==> config.mk <==
export PLATFORM = sky130hd
export DESIGN_NAME = wb_arbiter
export DESIGN_NICKNAME = d
export VERILOG_FILES = /design/src/rtl/wb_arbiter_pkg.sv /design/src/rtl/wb_arbiter_rr_pick.sv /design/src/rtl/wb_arbiter.sv
export SDC_FILE = /design/constraint.sdc
export NUM_CORES = 1
export LEC_CHECK = 0
export CORE_AREA = 4 4 111 113
export CTS_BUF_LIST = sky130_fd_sc_hd__clkbuf_4 sky130_fd_sc_hd__clkbuf_8 sky130_fd_sc_hd__clkbuf_16
export CTS_CLUSTER_SIZE = 30
export DETAILED_ROUTE_END_ITERATION = 10
export DIE_AREA = 0 0 115 117
export PLACE_DENSITY = 0.82
export SETUP_SLACK_MARGIN = 0.5
export SYNTH_ARGS = -nofsm -noshare
export SYNTH_HDL_FRONTEND = slang
export SYNTH_SLANG_ARGS = --single-unit
==> constraint.sdc <==
create_clock -name clk -period 7.6 [get_ports clk]
set_clock_uncertainty 0.05 [all_clocks]
set_input_delay 1.52 -clock clk [delete_from_list [all_inputs] [get_ports clk]]
set_output_delay 1.52 -clock clk [all_outputs]
set_load 0.005 [all_outputs]
==> src/rtl/wb_arbiter_pkg.sv <==
// Shared constants for the writeback arbiter: data/index widths, requester ids
// and the round-robin pointer advance helper.
package wb_arbiter_pkg;

  localparam int XLEN_DEF = 64;
  localparam int REGW_DEF = 5;
  localparam int IDXW     = 3;

  typedef enum logic [IDXW-1:0] {
    WB_ALU = 3'd0,
    WB_LSU = 3'd1,
    WB_CSR = 3'd2
  } wb_src_e;

  // Pointer moves to the slot just after the winner, wrapping at n.
  function automatic logic [IDXW-1:0] rr_next(input logic [IDXW-1:0] idx, input int n);
    if (int'(idx) + 1 >= n) return '0;
    return idx + 1'b1;
  endfunction

endpackage

==> src/rtl/wb_arbiter_rr_pick.sv <==
// Combinational round-robin picker: first set request at or above ptr_i,
// otherwise the first set request below ptr_i.
module rr_pick
  import wb_arbiter_pkg::*;
#(
  parameter int N = 3
) (
  input  logic [N-1:0]    req_i,
  input  logic [IDXW-1:0] ptr_i,
  output logic [N-1:0]    grant_o,
  output logic [IDXW-1:0] idx_o,
  output logic            any_o
);

  // Two constant-indexed passes keep the wrap search free of dynamic selects.
  always_comb begin
    grant_o = '0;
    idx_o   = '0;
    any_o   = 1'b0;
    for (int i = 0; i < N; i++) begin
      if (!any_o && req_i[i] && (IDXW'(i) >= ptr_i)) begin
        grant_o[i] = 1'b1;
        idx_o      = IDXW'(i);
        any_o      = 1'b1;
      end
    end
    for (int i = 0; i < N; i++) begin
      if (!any_o && req_i[i] && (IDXW'(i) < ptr_i)) begin
        grant_o[i] = 1'b1;
        idx_o      = IDXW'(i);
        any_o      = 1'b1;
      end
    end
  end

endmodule

==> src/rtl/wb_arbiter.sv <==
// Round-robin arbiter sharing the register-file write port among NREQ
// writeback sources, with one registered output stage.
module wb_arbiter
  import wb_arbiter_pkg::*;
#(
  parameter int NREQ = 3,
  parameter int XLEN = XLEN_DEF,
  parameter int REGW = REGW_DEF
) (
  input  logic                 clk,
  input  logic                 rst,
  input  logic [NREQ-1:0]      req_valid,
  output logic [NREQ-1:0]      req_ready,
  input  logic [NREQ*REGW-1:0] req_rd,
  input  logic [NREQ*XLEN-1:0] req_data,
  input  logic                 hold,
  output logic [REGW-1:0]      rf_rd,
  output logic [XLEN-1:0]      rf_data,
  output logic                 rf_we,
  output logic [2:0]           grant_idx
);

  logic [IDXW-1:0] ptr_q, ptr_d;
  logic            rf_we_q, rf_we_d;
  logic [REGW-1:0] rf_rd_q, rf_rd_d;
  logic [XLEN-1:0] rf_data_q, rf_data_d;
  logic [2:0]      grant_idx_q, grant_idx_d;

  logic [NREQ-1:0] pick_grant;
  logic [IDXW-1:0] pick_idx;
  logic            pick_any;
  logic            xfer;
  logic [REGW-1:0] sel_rd;
  logic [XLEN-1:0] sel_data;

  rr_pick #(.N(NREQ)) u_pick (
    .req_i   (req_valid),
    .ptr_i   (ptr_q),
    .grant_o (pick_grant),
    .idx_o   (pick_idx),
    .any_o   (pick_any)
  );

  assign req_ready = (rst || hold) ? '0 : pick_grant;
  assign xfer      = pick_any && !hold && !rst;

  always_comb begin
    sel_rd   = '0;
    sel_data = '0;
    for (int i = 0; i < NREQ; i++) begin
      if (pick_grant[i]) begin
        sel_rd   = req_rd[i*REGW +: REGW];
        sel_data = req_data[i*XLEN +: XLEN];
      end
    end
  end

  // x0 requests are consumed and advance the pointer, but never pulse rf_we.
  always_comb begin
    ptr_d       = ptr_q;
    rf_we_d     = 1'b0;
    rf_rd_d     = rf_rd_q;
    rf_data_d   = rf_data_q;
    grant_idx_d = grant_idx_q;
    if (xfer) begin
      ptr_d = rr_next(pick_idx, NREQ);
      if (sel_rd != '0) begin
        rf_we_d     = 1'b1;
        rf_rd_d     = sel_rd;
        rf_data_d   = sel_data;
        grant_idx_d = pick_idx;
      end
    end
  end

  always_ff @(posedge clk or posedge rst) begin
    if (rst) begin
      ptr_q       <= '0;
      rf_we_q     <= 1'b0;
      rf_rd_q     <= '0;
      rf_data_q   <= '0;
      grant_idx_q <= '0;
    end else begin
      ptr_q       <= ptr_d;
      rf_we_q     <= rf_we_d;
      rf_rd_q     <= rf_rd_d;
      rf_data_q   <= rf_data_d;
      grant_idx_q <= grant_idx_d;
    end
  end

  assign rf_we     = rf_we_q;
  assign rf_rd     = rf_rd_q;
  assign rf_data   = rf_data_q;
  assign grant_idx = grant_idx_q;

endmodule
==> flow_metrics.env, run 1 <==
# physical design summary
export IMPL_period_minus_slack_ns=5.31
export IMPL_avgSynthCellArea_um2=11.1
export IMPL_grt_pass1_vias=4460
export IMPL_clock_latency_ns=0.31
export IMPL_yosysTopAreaCell="dfrtp_1"
export IMPL_ys_warn_count=0
export IMPL_hold_violations=0
export IMPL_combPwrFrac=0.415
export IMPL_worst_ep_arrival_time_ns=3.74
export IMPL_diodes=0
export IMPL_area_leaders="dfrtp_1 47%, a222oi_1 17%, mux2i_1 16%, inv_1 6.6%, clkbuf_1 2.1%"
export IMPL_r2r_start="ptr_q[1]"
export IMPL_drc=0
export IMPL_worstSetupStartpointType="input pin"
export IMPL_rsz0062_at_grt="no"
export IMPL_setup_viol=0
export IMPL_holdCritPathClass="reg2reg"
export IMPL_syn_inst=357
export IMPL_seqPwrFrac=0.337
export IMPL_status="completed"
export IMPL_ys_seq_frac=0.472
export IMPL_timing_rr_end="rf_data[48]"
export IMPL_hold_buffers=0
export IMPL_worstSetupPathType="in2out"
export IMPL_async_reset_ff_frac=1.00
export IMPL_grt_usage=0.211
export IMPL_wl_per_cell_um=19.2
export IMPL_vias=4172
export IMPL_ys_cells=357
export IMPL_min_period_over_period=0.699
export IMPL_ir_drop_mv=0.136
export IMPL_cts_setup_buffers=0
export IMPL_synthesis_nets=570
export IMPL_core_area_um2=11300
export IMPL_r2r_cells=8
export IMPL_synth_top_cell_area_share=0.472
export IMPL_port_buffers=287
export IMPL_p_leak_nw=3.01
export IMPL_chipArea_um2=13500
export IMPL_cts_tree="yes"
export IMPL_setup_tns_ns=0
export IMPL_synth_edff_count=0
export IMPL_synth_seq_cells=75
export IMPL_internal_power_mw=1.31
export IMPL_max_slew_worst_pin_slew_ns=0.966
export IMPL_ys_chip_area_um2=3980
export IMPL_required_ns=6.03
export IMPL_htreeDepth=3
export IMPL_setup_worst_path_end="req_ready[1]"
export IMPL_core_rowCount=39
export IMPL_ys_flop_type="dfrtp_1"
export IMPL_initial_utilization=0.352
export IMPL_cts_inserted_buffers=9
export IMPL_grt_ovfl_total=0
export IMPL_worstSetupStartpoint="req_valid[2]"
export IMPL_pwr_share_clk=0.248
export IMPL_ant_nets=0
export IMPL_slew_viol_final=0
export IMPL_die_h_um=117
export IMPL_antenna_found_initial=0
export IMPL_grt_max_degree=65
export IMPL_area_growth_pct=82.1
export IMPL_clk_path_buf_depth=2
export IMPL_final_nets=840
export IMPL_worst_path_max_fanout=34
export IMPL_cts_num_sinks=75
export IMPL_powerDensity_nw_per_um2=256
export IMPL_routed_via_density=5.38
export IMPL_first_pass_iters=8
export IMPL_drt_iter0_markers=393
export IMPL_netSwitchingFraction=0.290
export IMPL_reg2reg_slack_ns=3.56
export IMPL_grt_pass1_wl_um=22500
export IMPL_clk_pin_slew_ns=0.06
export IMPL_slew_headroom=0.355
export IMPL_synthDistinctLibCells=40
export IMPL_routabilityCongestion=0.791
export IMPL_finalPower_mw=1.85
export IMPL_switching_power_mw=0.537
export IMPL_die_x_um=115
export IMPL_cts_resized=0
export IMPL_num_io_pins=289
export IMPL_drive_gt1_frac=0.0475
export IMPL_hpwl_um=11600
export IMPL_syn_area_um2=3980
export IMPL_clockRootBuffer="clkbuf_16"
export IMPL_cap_viol_max_count=0
export IMPL_wl_um=14900
export IMPL_warnings=26
export IMPL_max_freq_mhz=188
export IMPL_cp_end_kind="output port"
run 1: stage by stage:
stage	hold slack, ns	worst slack, ns	area [um2]	instances	util
3_5_place_dp	0.426	2.04	6920	759	0.611
5_1_grt	0.474	2.06	7250	775	0.640
3_3_place_gp	0.420	2.23	6920	759	0.611
2_1_floorplan	0.429	3.23	3980	357	-
4_1_cts	0.444	2.29	7250	775	0.640
6_report	0.440	2.29	7250	775	0.640
run 1: power by group through the flow:
| stage | combinational [mW] | sequential, mW | clock (mW) |
|---|---|---|---|
| after floorplan | 0.274 | 0.633 | 0 |
| after global placement | 0.749 | 0.622 | 0 |
| after detailed placement | 0.774 | 0.628 | 0 |
| after CTS | 0.777 | 0.625 | 0.470 |
| after global routing | 0.832 | 0.645 | 0.492 |
| final | 0.769 | 0.624 | 0.459 |
run 1: state kept, by name (all words and copies together) (netlist names):
register / flops
rf_we: 1
ptr_q: 3
rf_rd: 5
grant_idx: 2
rf_data: 64
run 1: cells in the final DEF (no fill, tap or decap), drive strengths merged, types with 2 or more instances in the layout:
cell           count
and2               3
mux2i             64
o22ai              4
a21o               2
nor3               3
clkdlybuf4s50    287
o21ai              3
dfrtp             75
a211oi             2
a22oi              2
a21oi              4
a21boi             2
or2                2
inv               69
buf                5
a31oi              2
nor2               2
clkinv             3
a222oi            66
bufinv             2
clkbuf            12
mux2               2
run 1: Yosys cell counts (2+ instances only):
library cell and count:
nor2_1 2, a21boi_0 2, or2_2 2, buf_6 4, clkbuf_1 22, mux2i_1 64, a21o_1 2, a222oi_1 66
o22ai_1 4, a31oi_1 2, buf_4 5, and2_1 3, dfrtp_1 75, a22oi_1 2, mux2_1 2, nor3_1 3
o21ai_0 3, a21oi_1 3, inv_1 70
run 1: area by class of cell:
cell class                 instances  area, um2
clock buffer                      12        254
inverter                          70        264
tap                              143        179
timing repair buffer             292       2920
clock inverter                     4       73.8
multi-input combinational        179       1680
sequential                        75       1880
fill                             923       4070
run 1: cells by family (layout without fill, tap and decap cells):
group,Yosys count,in the layout,synth area share
other,1,1,0.000942
flip-flops,75,75,0.472
AND-OR/OR-AND,93,93,0.220
buffers and inverters,103,378,0.110
AND/OR/NAND/NOR,19,19,0.0308
multiplexers,66,66,0.167
run 1: per-layer routing:
layer	up-vias	global-route usage	wire, um	share of wire
met5	-	0	0	0
met4	0	0.0556	209	0.014
met3	18	0.0653	1380	0.093
met2	219	0.403	7870	0.53
met1	2027	0.225	5410	0.36
li1	1908	-	-	-
run 1: how the worst min path moves through the flow:
stage	start	to	slack (ns)	cells after the start
finish	grant_idx[1]	grant_idx[1]	0.44	1
global route	grant_idx[0]	grant_idx[0]	0.47	1
CTS	grant_idx[0]	grant_idx[0]	0.44	1
detailed placement	rf_rd[1]	rf_rd[1]	0.43	1
global placement	grant_idx[1]	grant_idx[1]	0.42	1
floorplan	rf_rd[1]	rf_rd[1]	0.43	1
run 1: worst max-delay path: stages:
cell	delay [ns]
clkdlybuf4s50_1	0.45
and4bb_1	0.26
and4b_2	0.73
and2_1	0.24
clkdlybuf4s50_1	0.53
**Run 1: the metal 4 layer**

Drawn at 4 px/um. Supply wires on this layer in grey.
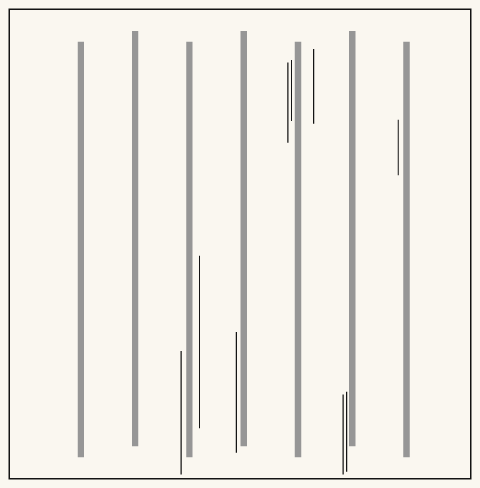
nets with wire on the layer: 9
wire length on this layer: 209 um
longest straight run: 42.8 um

**Run 1: wiring heat map**

Drawn at 3 px/um. 23 x 23 tiles, from white (low) to dark blue (high), scaled to the fullest tile. Values are wire area over tile area, all layers added.
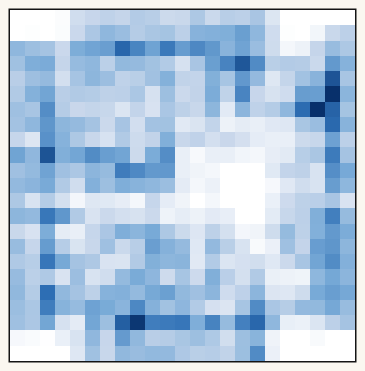
mean over tiles: 0.18
fullest tile: 0.56
tiles over half the peak: 16%
emptiest ninth of the die: centre
nearly empty tiles: 7.6%

**Run 1: a small window of the routed layout**

Window x 42 to 72, y 20 to 50 um. Cells in grey, sequential cells in the stronger grey; small squares are vias.
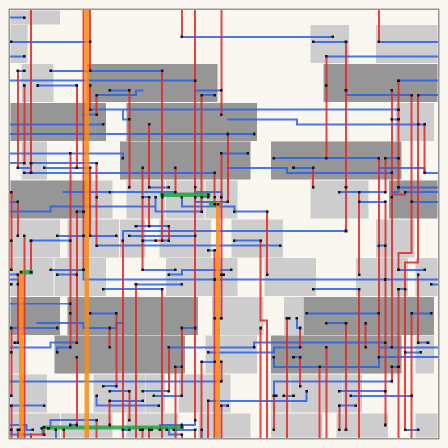
[orange] M4
[red] M2
[blue] M1
[green] M3
cells with their middle in the window: 51
most frequent: dfrtp_1 (11), clkdlybuf4s50_1 (11), mux2i_1 (8)
netlist names of flops here include: `rf_data` (7), `ptr_q` (3)
sequential cells in the window: 11

--- run 2 (diff from run 1) ---
CORE_AREA = not set   (was 4 4 111 113)
CORE_MARGIN = 4   (was not set)
CORE_UTILIZATION = 32   (was not set)
DIE_AREA = not set   (was 0 0 115 117)
PLACE_DENSITY = 0.79   (was 0.82)
clock period = 4.6 ns   (was 7.6 ns; I/O delays follow)
**Run 2: a small window of the routed layout**

Window x 45 to 75, y 21 to 51 um. Cells in grey, sequential cells in the stronger grey; small squares are vias.
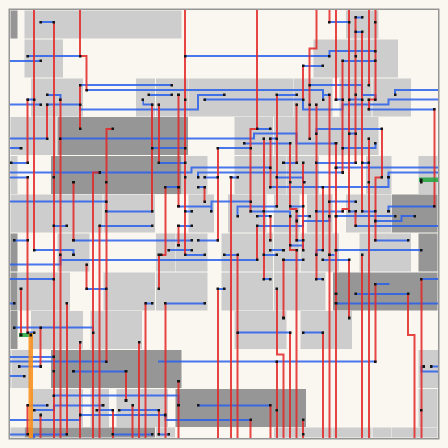
[blue] M1
[orange] M4
[green] M3
[red] M2
netlist names of flops here include: `rf_data` (2), `rf_rd` (2)
cells with their middle in the window: 50
sequential cells in the window: 5
most frequent: clkdlybuf4s50_1 (13), inv_1 (5), dfrtp_1 (5)

==> flow_metrics.env, run 2 <==
# physical design summary
export IMPL_ys_chip_area_um2=3980
export IMPL_slew_viol_final=0
export IMPL_avgSynthCellArea_um2=11.1
export IMPL_syn_area_um2=3980
export IMPL_vias=4198
export IMPL_setup_tns_ns=0
export IMPL_port_buffers=287
export IMPL_netSwitchingFraction=0.301
export IMPL_grt_pass1_wl_um=23600
export IMPL_hpwl_um=11900
export IMPL_worst_ep_arrival_time_ns=2.99
export IMPL_layout_cell_area_non_filler_um2=7330
export IMPL_ir_drop_mv=0.216
export IMPL_mostFrequentLayoutCells="287 x clkdlybuf4s50_1, 75 x dfrtp_1, 69 x inv_1"
export IMPL_whs_ns=0.439
export IMPL_warnings=26
export IMPL_ys_flop_type="dfrtp_1"
export IMPL_final_nets=847
export IMPL_dpl_instance_area_um2=7020
export IMPL_drc=0
export IMPL_grt_max_degree=50
export IMPL_cts_inserted_buffers=9
export IMPL_seqPwrFrac=0.339
export IMPL_grt_ovfl_total=0
export IMPL_async_reset_ff_frac=1.00
export IMPL_yosysTopAreaCell="dfrtp_1"
export IMPL_antenna_found_initial=0
export IMPL_synth_seq_cells=75
export IMPL_clock_latency_ns=0.33
export IMPL_synthesis_nets=570
export IMPL_routed_via_density=5.20
export IMPL_drt_iter0_markers=399
export IMPL_die_h_um=120
export IMPL_area_growth_pct=84.1
export IMPL_cap_viol_max_count=0
export IMPL_htreeDepth=3
export IMPL_chipArea_um2=14300
export IMPL_grt_pass1_vias=4551
export IMPL_clockRootBuffer="clkbuf_16"
export IMPL_internal_power_mw=2.12
export IMPL_max_freq_mhz=253
export IMPL_wl_per_cell_um=19.1
export IMPL_synthDistinctLibCells=40
export IMPL_hold_violations=0
export IMPL_core_area_um2=12100
export IMPL_powerDensity_nw_per_um2=414
export IMPL_core_rowCount=40
export IMPL_wl_um=15400
export IMPL_largest_reg_flops=64
export IMPL_first_pass_iters=11
export IMPL_ys_cells=357
export IMPL_cts_tree="yes"
export IMPL_p_leak_nw=3.02
export IMPL_lay_top_count="clkdlybuf4s50_1"
export IMPL_rsz0062_at_grt="no"
export IMPL_syn_inst=357
export IMPL_worstSetupStartpointType="input pin"
export IMPL_ys_warn_count=0
export IMPL_synth_edff_count=0
export IMPL_routabilityCongestion=0.837
export IMPL_worst_path_max_fanout=16
export IMPL_worstSetupPathType="in2out"
export IMPL_die_x_um=120
export IMPL_slew_headroom=0.439
export IMPL_min_period_over_period=0.860
export IMPL_ys_seq_frac=0.472
export IMPL_pwr_share_clk=0.241
export IMPL_diodes=0
export IMPL_max_slew_worst_pin_slew_ns=0.840
export IMPL_clk_pin_slew_ns=0.06
export IMPL_initial_utilization=0.329
export IMPL_clk_path_buf_depth=2
export IMPL_holdCritPathClass="reg2reg"
export IMPL_synth_top_cell_area_share=0.472
export IMPL_status="completed"
export IMPL_most_common_cell="dfrtp_1"
export IMPL_area_leaders="dfrtp_1 47%, a222oi_1 17%, mux2i_1 16%, inv_1 6.6%, clkbuf_1 2.1%"
export IMPL_worst_slack_ns=0.643
export IMPL_required_ns=3.63
**Run 2: congestion heat map**

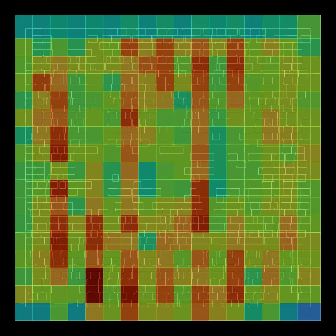
GRT Overall Usage: 0.207
Final Util: 0.605

[run 2: logic make-up after synthesis]
group           Yosys count  synth area share
compound gates           93             0.220
simple gates             19            0.0308
other cells               1          0.000942
mux                      66             0.167
buf+inv                 103             0.110
flops                    75             0.472
[run 2: area by class of cell]
class	instances	area share
Timing Repair Buffer	299	0.408
Multi-Input combinational cell	179	0.229
Clock buffer	11	0.0336
Clock inverter	5	0.00837
Tap cell	168	0.0287
Sequential cell	75	0.256
Inverter	70	0.0360
[run 2: stage by stage]
stage                     power [mW]  instances
final                           3.04        807
after floorplan                 1.50        357
after global routing            3.22        807
after global placement          2.28        791
after CTS                       3.07        807
after detailed placement        2.33        791
[run 2: metal layers]
metal,vias to the layer above,routed length (um),track usage
li1,1920,-,-
met1,2044,5700,0.228
met2,215,7960,0.376
met3,19,1430,0.0745
met4,0,289,0.0601
met5,-,0,0
[run 2: worst paths after layout]
kind	start	to	slack (ns)	cells after the start
setup reg to reg	ptr_q[1]	rf_data[54]	1.45	8
setup / recovery	req_valid[2]	req_ready[0]	0.64	5
hold / removal	grant_idx[1]	grant_idx[1]	0.44	1
max in group asynchronous	rst	rf_data[35]	2.54	3
min in group asynchronous	rst	rf_data[39]	1.07	2
hold reg to reg	grant_idx[1]	grant_idx[1]	0.44	1
[run 2: power by group through the flow]
stage	Sequential [mW]	Clock, mW	Combinational (mW)
after floorplan	1.05	0	0.452
after detailed placement	1.04	0	1.29
after global placement	1.03	0	1.25
after global routing	1.06	0.775	1.39
final	1.03	0.731	1.28
after CTS	1.03	0.745	1.30
[run 2: repair_timing]
action                                  in CTS  in global routing
hold buffers                                 0                  0
setup buffers                                0                  0
gates resized                                0                  1
endpoints found under the setup margin       0                  1
[run 2: worst max-delay path, cell delays in order]
cell             delay, ns
clkdlybuf4s50_1       0.53
and4bb_1              0.30
and4b_2               0.38
nor3_2                0.28
clkdlybuf4s50_1       0.56
No activity file was given, so power comes from the tool's default toggle rates.
